Local utilization:
12 x 17 tiles, from white (low) to dark blue (high), 0 to 100% covered.
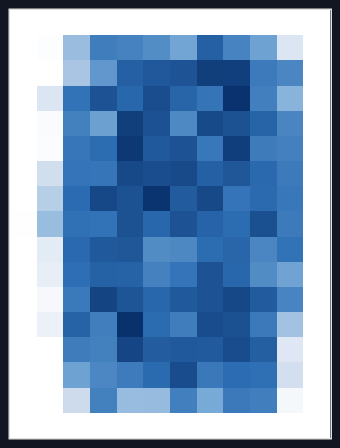
Congestion heat map:
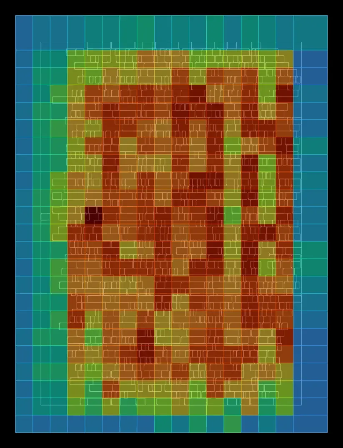
Logic cells by family:
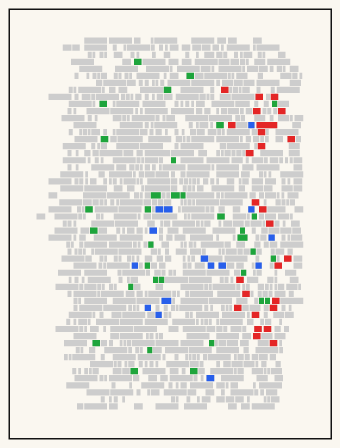
Met2 routing:
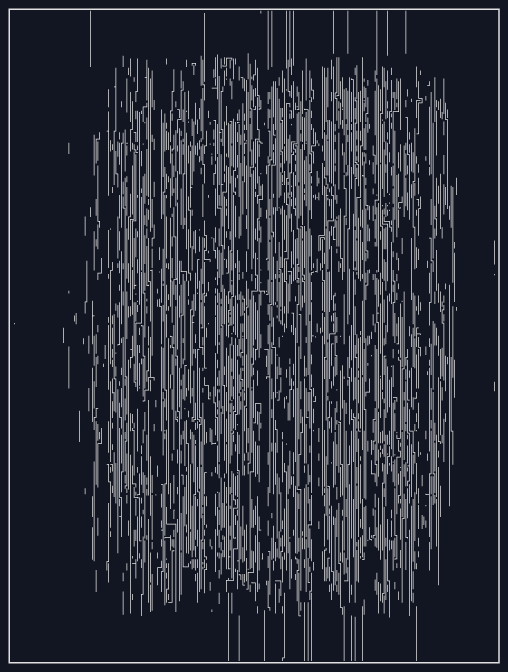
Signal wires by layer:
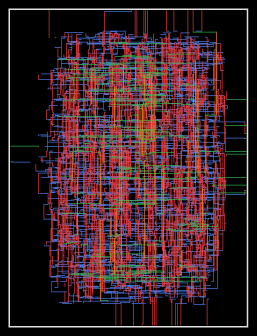
--- config.mk ---
export PLATFORM = sky130hd
export DESIGN_NAME = simple_processor_param_flat
export DESIGN_NICKNAME = d
export VERILOG_FILES = /design/src/rtl/simple_processor_param_if.sv /design/src/rtl/simple_processor_param.sv /design/src/flat_wrapper.sv
export SDC_FILE = /design/constraint.sdc
export NUM_CORES = 1
export LEC_CHECK = 0
export CAP_MARGIN = 20
export CORE_ASPECT_RATIO = 1.4
export CORE_MARGIN = 10
export CORE_UTILIZATION = 61
export DETAILED_ROUTE_END_ITERATION = 12
export PLACE_DENSITY = 0.8
export SLEW_MARGIN = 10
export SYNTH_ARGS = -nofsm -noshare
export SYNTH_HDL_FRONTEND = slang
export SYNTH_SLANG_ARGS = --single-unit
--- constraint.sdc ---
create_clock -name Clock -period 8 [get_ports Clock]
set_clock_uncertainty 0.2 [all_clocks]
set_input_delay 2.4 -clock Clock [delete_from_list [all_inputs] [get_ports Clock]]
set_output_delay 2.4 -clock Clock [all_outputs]
set_load 0.02 [all_outputs]
--- src/rtl/simple_processor_param_if.sv ---
// Handshake and shared-bus bundle for simple_processor_param.
// Zero/Carry exist only when FLAGS_EN is defined.
interface simple_processor_param_if #(
    parameter int DATA_W = 16
);
    logic              Run;
    logic [DATA_W-1:0] DIN;
    logic [DATA_W-1:0] Bus;
    logic              Done;
`ifdef FLAGS_EN
    logic              Zero;
    logic              Carry;
`endif

`ifdef FLAGS_EN
    modport master (output Run, DIN, input Bus, Done, Zero, Carry);
    modport slave  (input Run, DIN, output Bus, Done, Zero, Carry);
`else
    modport master (output Run, DIN, input Bus, Done);
    modport slave  (input Run, DIN, output Bus, Done);
`endif
endinterface

--- src/rtl/simple_processor_param.sv ---
// Parametrised multi-cycle processor core: one shared bus, Run/Done handshake.
// Optional macro FLAGS_EN adds Zero/Carry flags and the mvnz instruction.
//
//  state | meaning
//  T0    | idle / fetch: IR <= DIN when Run
//  T1    | mv/mvi/mvnz/no-op execute and finish; ALU ops load A <= Rx
//  T2    | ALU: G <= A op Ry (flags updated here)
//  T3    | ALU: Rx <= G, finish
module simple_processor_param #(
    parameter int DATA_W = 16,
    parameter int RSEL_W = 3
) (
    input  logic                     Clock,
    input  logic                     Reset,
    simple_processor_param_if.slave  bus_if
);
    localparam int NREG = 2**RSEL_W;

    localparam logic [2:0] OP_MV   = 3'b000;
    localparam logic [2:0] OP_MVI  = 3'b001;
    localparam logic [2:0] OP_ADD  = 3'b010;
    localparam logic [2:0] OP_SUB  = 3'b011;
    localparam logic [2:0] OP_AND  = 3'b100;
    localparam logic [2:0] OP_OR   = 3'b101;
    localparam logic [2:0] OP_XOR  = 3'b110;
    localparam logic [2:0] OP_MVNZ = 3'b111;

    typedef enum logic [1:0] {T0, T1, T2, T3} state_t;

    state_t              r_state;
    state_t              w_state_nxt;
    logic [DATA_W-1:0]   r_ir;
    logic [DATA_W-1:0]   r_a;
    logic [DATA_W-1:0]   r_g;
    logic [DATA_W-1:0]   r_regs [NREG];

    logic [2:0]          w_op;
    logic [RSEL_W-1:0]   w_rx;
    logic [RSEL_W-1:0]   w_ry;

    logic                w_done;
    logic                w_sel_din;
    logic                w_sel_g;
    logic [NREG-1:0]     w_sel_r;
    logic                w_ir_ld;
    logic                w_a_ld;
    logic                w_g_ld;
    logic                w_rx_ld;
    logic [DATA_W-1:0]   w_bus;
    logic [DATA_W:0]     w_alu;

`ifdef FLAGS_EN
    logic                r_zero;
    logic                r_carry;
`else
    logic                w_unused_carry;
`endif

    assign w_op = r_ir[DATA_W-1 -: 3];
    assign w_rx = r_ir[DATA_W-4 -: RSEL_W];
    assign w_ry = r_ir[DATA_W-4-RSEL_W -: RSEL_W];

    generate
        if (DATA_W > 3 + 2*RSEL_W) begin : g_ir_spare
            logic w_unused_ir;
            assign w_unused_ir = ^r_ir[DATA_W-4-2*RSEL_W:0];
        end
    endgenerate

    always_ff @(posedge Clock or posedge Reset) begin
        if (Reset) r_state <= T0;
        else       r_state <= w_state_nxt;
    end

    always_comb begin
        w_state_nxt = r_state;
        w_done      = 1'b0;
        w_sel_din   = 1'b0;
        w_sel_g     = 1'b0;
        w_sel_r     = '0;
        w_ir_ld     = 1'b0;
        w_a_ld      = 1'b0;
        w_g_ld      = 1'b0;
        w_rx_ld     = 1'b0;
        case (r_state)
            T0: begin
                if (bus_if.Run) begin
                    w_ir_ld     = 1'b1;
                    w_state_nxt = T1;
                end
            end
            T1: begin
                w_state_nxt = T0;
                case (w_op)
                    OP_MV: begin
                        w_sel_r[w_ry] = 1'b1;
                        w_rx_ld       = 1'b1;
                        w_done        = 1'b1;
                    end
                    OP_MVI: begin
                        w_sel_din = 1'b1;
                        w_rx_ld   = 1'b1;
                        w_done    = 1'b1;
                    end
                    OP_MVNZ: begin
`ifdef FLAGS_EN
                        if (!r_zero) begin
                            w_sel_r[w_ry] = 1'b1;
                            w_rx_ld       = 1'b1;
                        end
`endif
                        w_done = 1'b1;
                    end
                    default: begin
                        w_sel_r[w_rx] = 1'b1;
                        w_a_ld        = 1'b1;
                        w_state_nxt   = T2;
                    end
                endcase
            end
            T2: begin
                w_sel_r[w_ry] = 1'b1;
                w_g_ld        = 1'b1;
                w_state_nxt   = T3;
            end
            T3: begin
                w_sel_g     = 1'b1;
                w_rx_ld     = 1'b1;
                w_done      = 1'b1;
                w_state_nxt = T0;
            end
            default: w_state_nxt = T0;
        endcase
    end

    // One-hot OR mux: with no select active the bus reads zero.
    always_comb begin
        w_bus = '0;
        if (w_sel_din) w_bus = w_bus | bus_if.DIN;
        if (w_sel_g)   w_bus = w_bus | r_g;
        for (int i = 0; i < NREG; i++) begin
            if (w_sel_r[i]) w_bus = w_bus | r_regs[i];
        end
    end

    // Extra top bit is the add carry or the sub borrow.
    always_comb begin
        w_alu = '0;
        case (w_op)
            OP_ADD:  w_alu = {1'b0, r_a} + {1'b0, w_bus};
            OP_SUB:  w_alu = {1'b0, r_a} - {1'b0, w_bus};
            OP_AND:  w_alu = {1'b0, r_a & w_bus};
            OP_OR:   w_alu = {1'b0, r_a | w_bus};
            OP_XOR:  w_alu = {1'b0, r_a ^ w_bus};
            default: w_alu = '0;
        endcase
    end

    always_ff @(posedge Clock or posedge Reset) begin
        if (Reset) begin
            r_ir <= '0;
            r_a  <= '0;
            r_g  <= '0;
            for (int i = 0; i < NREG; i++) r_regs[i] <= '0;
        end else begin
            if (w_ir_ld) r_ir         <= bus_if.DIN;
            if (w_a_ld)  r_a          <= w_bus;
            if (w_g_ld)  r_g          <= w_alu[DATA_W-1:0];
            if (w_rx_ld) r_regs[w_rx] <= w_bus;
        end
    end

`ifdef FLAGS_EN
    always_ff @(posedge Clock or posedge Reset) begin
        if (Reset) begin
            r_zero  <= 1'b0;
            r_carry <= 1'b0;
        end else if (w_g_ld) begin
            r_zero  <= (w_alu[DATA_W-1:0] == '0);
            r_carry <= w_alu[DATA_W];
        end
    end

    assign bus_if.Zero  = r_zero;
    assign bus_if.Carry = r_carry;
`else
    assign w_unused_carry = w_alu[DATA_W];
`endif

    assign bus_if.Bus  = w_bus;
    assign bus_if.Done = w_done;
endmodule

--- src/flat_wrapper.sv ---
// flat-port wrapper written by rule: the top's interface ports become plain ports
module simple_processor_param_flat 
#(
    parameter int DATA_W = 16,
    parameter int RSEL_W = 3
)
  (Clock, Reset, bus_if_Run, bus_if_DIN, bus_if_Bus, bus_if_Done);
  simple_processor_param_if #(.DATA_W(DATA_W)) bus_if_i ();
  input  logic Clock;
  input  logic Reset;
  input wire logic [$bits(bus_if_i.Run)-1:0] bus_if_Run;
  input wire logic [$bits(bus_if_i.DIN)-1:0] bus_if_DIN;
  output wire logic [$bits(bus_if_i.Bus)-1:0] bus_if_Bus;
  output wire logic [$bits(bus_if_i.Done)-1:0] bus_if_Done;
  assign bus_if_i.Run = bus_if_Run;
  assign bus_if_i.DIN = bus_if_DIN;
  assign bus_if_Bus = bus_if_i.Bus;
  assign bus_if_Done = bus_if_i.Done;
  simple_processor_param #(.DATA_W(DATA_W), .RSEL_W(RSEL_W)) u_core (.Clock(Clock), .Reset(Reset), .bus_if(bus_if_i));
endmodule
==> run_results.csv <==
group,metric,value,unit
logic_synthesis,ys_warn_count,0,
routing,ant_nets,0,
logic_synthesis,async_flop_share,100,%
logic_synthesis,fp_nets,1044,
final_timing,fin_crit_sh,90.8,%
logic_synthesis,aoi_share,22.3,%
logic_synthesis,ys_sh_xor,2.62,%
logic_synthesis,netlist_logic_family_top,"AND-OR/OR-AND gates",
clock_network,cts_resized,0,
clock_network,cts_tree,"yes",
worst_setup_path,path_cells,"inv_1 > ha_1 > inv_1 > a211oi_1 > or2_1 > a222oi_1 > and4_1 > inv_1 > clkdlybuf4s50_1",
cells_and_area,layout-drive-gt1-share,7.16,%
final_timing,setup_viol_count_final,0,
final_timing,worst_hold_slack,0.280,ns
logic_synthesis,synthTopCellsByArea,"dfrtp_1 (46%), o21ai_0 (9.1%), ha_1 (7.3%)",
logic_synthesis,adder_share,7.54,%
worst_setup_path,startpoint_type,"register",
run,warnings,49,
logic_synthesis,ys_chip_area,9230,µm²
worst_setup_path,cp-startpoint,"u_core.r_state[0]$_DFFE_PP0P_",
worst_setup_path,cp.required,5.40,ns
clock_network,cts_max_level,4,
place,io_buffers,35,
cells_and_area,syn_to_final_growth,11.6,%
worst_setup_path,critPathMaxFanout,23,
place,dpl-instance-area,9600,µm²
routing,drt_iter0_drc,1066,
worst_setup_path,end_kind,"primary output",
worst_setup_path,r2r_start,"u_core.r_state[0]$_DFFE_PP0P_",
place,gp_congestion,0.927,
logic_synthesis,edf_count,0,
die,dieArea,20500,µm²
worst_setup_path,rr_worst_depth,21,
min_path,hp-start,"u_core.r_regs[55]$_DFFE_PP0P_",
die,fp.dieH,166,µm
place,preCtsSetupSlack,0.988,ns
clock_network,postCtsSetupRepairBufs,0,
logic_synthesis,postSynthSeqShare,46.4,%
cells_and_area,fin_nets,1040,
global_route,grt_max_degree,116,
final_timing,slew_headroom,32.1,%
logic_synthesis,yosys.area.top_type,"dfrtp_1",
worst_setup_path,cp.depth,9,
clock_network,clk_pin_slew_worst_paths,0.06,ns
logic_synthesis,ys_sh_simple,12.7,%
worst_setup_path,critical_path_arrival,4.66,ns
routing,wl_met3,2010,µm
worst_setup_path,r2r_setup_slack,1.21,ns
logic_synthesis,common_cells,"dfrtp_1 (171), nand2_1 (167), o21ai_0 (167)",
final_timing,max_freq,0.138,GHz
min_path,hp-class,"reg -> reg",
clock_network,clock-root-buffer,"clkbuf_16",
cells_and_area,fill_cells,1153,
die,num_rows,53,
min_path,hold_depth,2,
routing,routed_via_density,6.69,
worst_setup_path,crit_top_cell,"inv_1",
logic_synthesis,top_cell_area_share,46.4,%
final_timing,tightest_slew,1.02,ns
routing,top_layer,"met4",
routing,met2WireLength,13200,µm
min_path,holdPathEnd,"u_core.r_regs[55]$_DFFE_PP0P_",
clock_network,cts_made_buffers,17,
global_route,grt_pass1_vias,7687,
logic_synthesis,ys_types,63,
logic_synthesis,synthFlopType,"dfrtp_1",
cells_and_area,num_antenna_cells,0,
worst_setup_path,crit_buf_inv,4,
logic_synthesis,ys_cells,970,
cells_and_area,combGateArea,4440,µm²
final_timing,min_period,7.26,ns
logic_synthesis,postSynthCellCount,970,
cells_and_area,design_area,10300,µm²
final_timing,hold_viol,0,
routing,m1WireLength,10100,µm
run_status,run_status,"finished, final reports clean",
clock_network,cts_max_path_buffers,2,
global_route,grt-ovfl-total,0,
Back to the opening pictures, 'local utilization':
tiles over 75% full: 34%
densest ninth of the die: middle
nearly empty tiles: 29%
FP Util: 61.9%
Finished Core Util: 69.1%
core area: 14,900 µm²

Back to the opening pictures, 'congestion heat map':
GRT Util Overall: 26.7%
most used routing layer: met2
grt met1 use: 31.6%
met3 Track Usage GR: 5.72%

Back to the opening pictures, 'logic cells by family':
[blue] non-inverting ao/oa cells | cells: 15
[green] and/or cells | cells: 33
[red] xor and xnor cells | cells: 26

Back to the opening pictures, 'met2 routing':
share of all routed wire: 50%
main direction: vertical
WL final: 26,600 µm
GR Util met2: 44.0%
Vias: 7,820

Back to the opening pictures, 'signal wires by layer':
[orange] M4 | wire length: 1,300 µm
[green] M3 | wire length: 2,010 µm
[blue] M1 | wire length: 10,100 µm
[red] M2 | wire length: 13,200 µm

[placed cells by master, fill, tap and decap left out, drive strengths merged, types with 6 or more instances in the layout]
| master | n |
|---|---|
| dfrtp | 171 |
| o21ai | 169 |
| nand2 | 167 |
| ha | 54 |
| inv | 43 |
| a22oi | 35 |
| clkdlybuf4s50 | 35 |
| a222oi | 29 |
| buf | 24 |
| clkbuf | 23 |
| xnor2 | 18 |
| o22ai | 17 |
| mux2i | 16 |
| o2bb2ai | 13 |
| and4 | 13 |
| a21oi | 10 |
| nand3 | 9 |
| mux2 | 9 |
| nor2b | 8 |
| nor2 | 8 |
| xor2 | 7 |
| a211oi | 6 |
| o31ai | 6 |
| or2 | 6 |
[area by class of cell]
cell class / instances / area share, %
Tap cell: 192 / 2.33
Inverter: 43 / 1.62
Multi-Input combinational cell: 674 / 43.1
Timing Repair Buffer: 59 / 5.99
Clock buffer: 23 / 4.54
Clock inverter: 7 / 0.899
Sequential cell: 171 / 41.5
[worst min-delay path, cell delays in order (launching register included)]
cell and delay [ns]:
dfrtp_1 0.34, nand2_1 0.04, o21ai_0 0.06
[cell families after synthesis]
group                      after synthesis
muxes                                   25
adders and majority gates               55
and+or+nand+nor                        249
xor gates and xnor gates                26
buffers and inverters                  125
AOI/OAI and AO/OA                      319
DFF                                    171
[sequential cells by signal (all words and copies together) (netlist names), named ones only]
name	flops
u_core.r_ir	9
u_core.r_a	16
u_core.r_regs	128
u_core.r_g	16
u_core.r_state	1
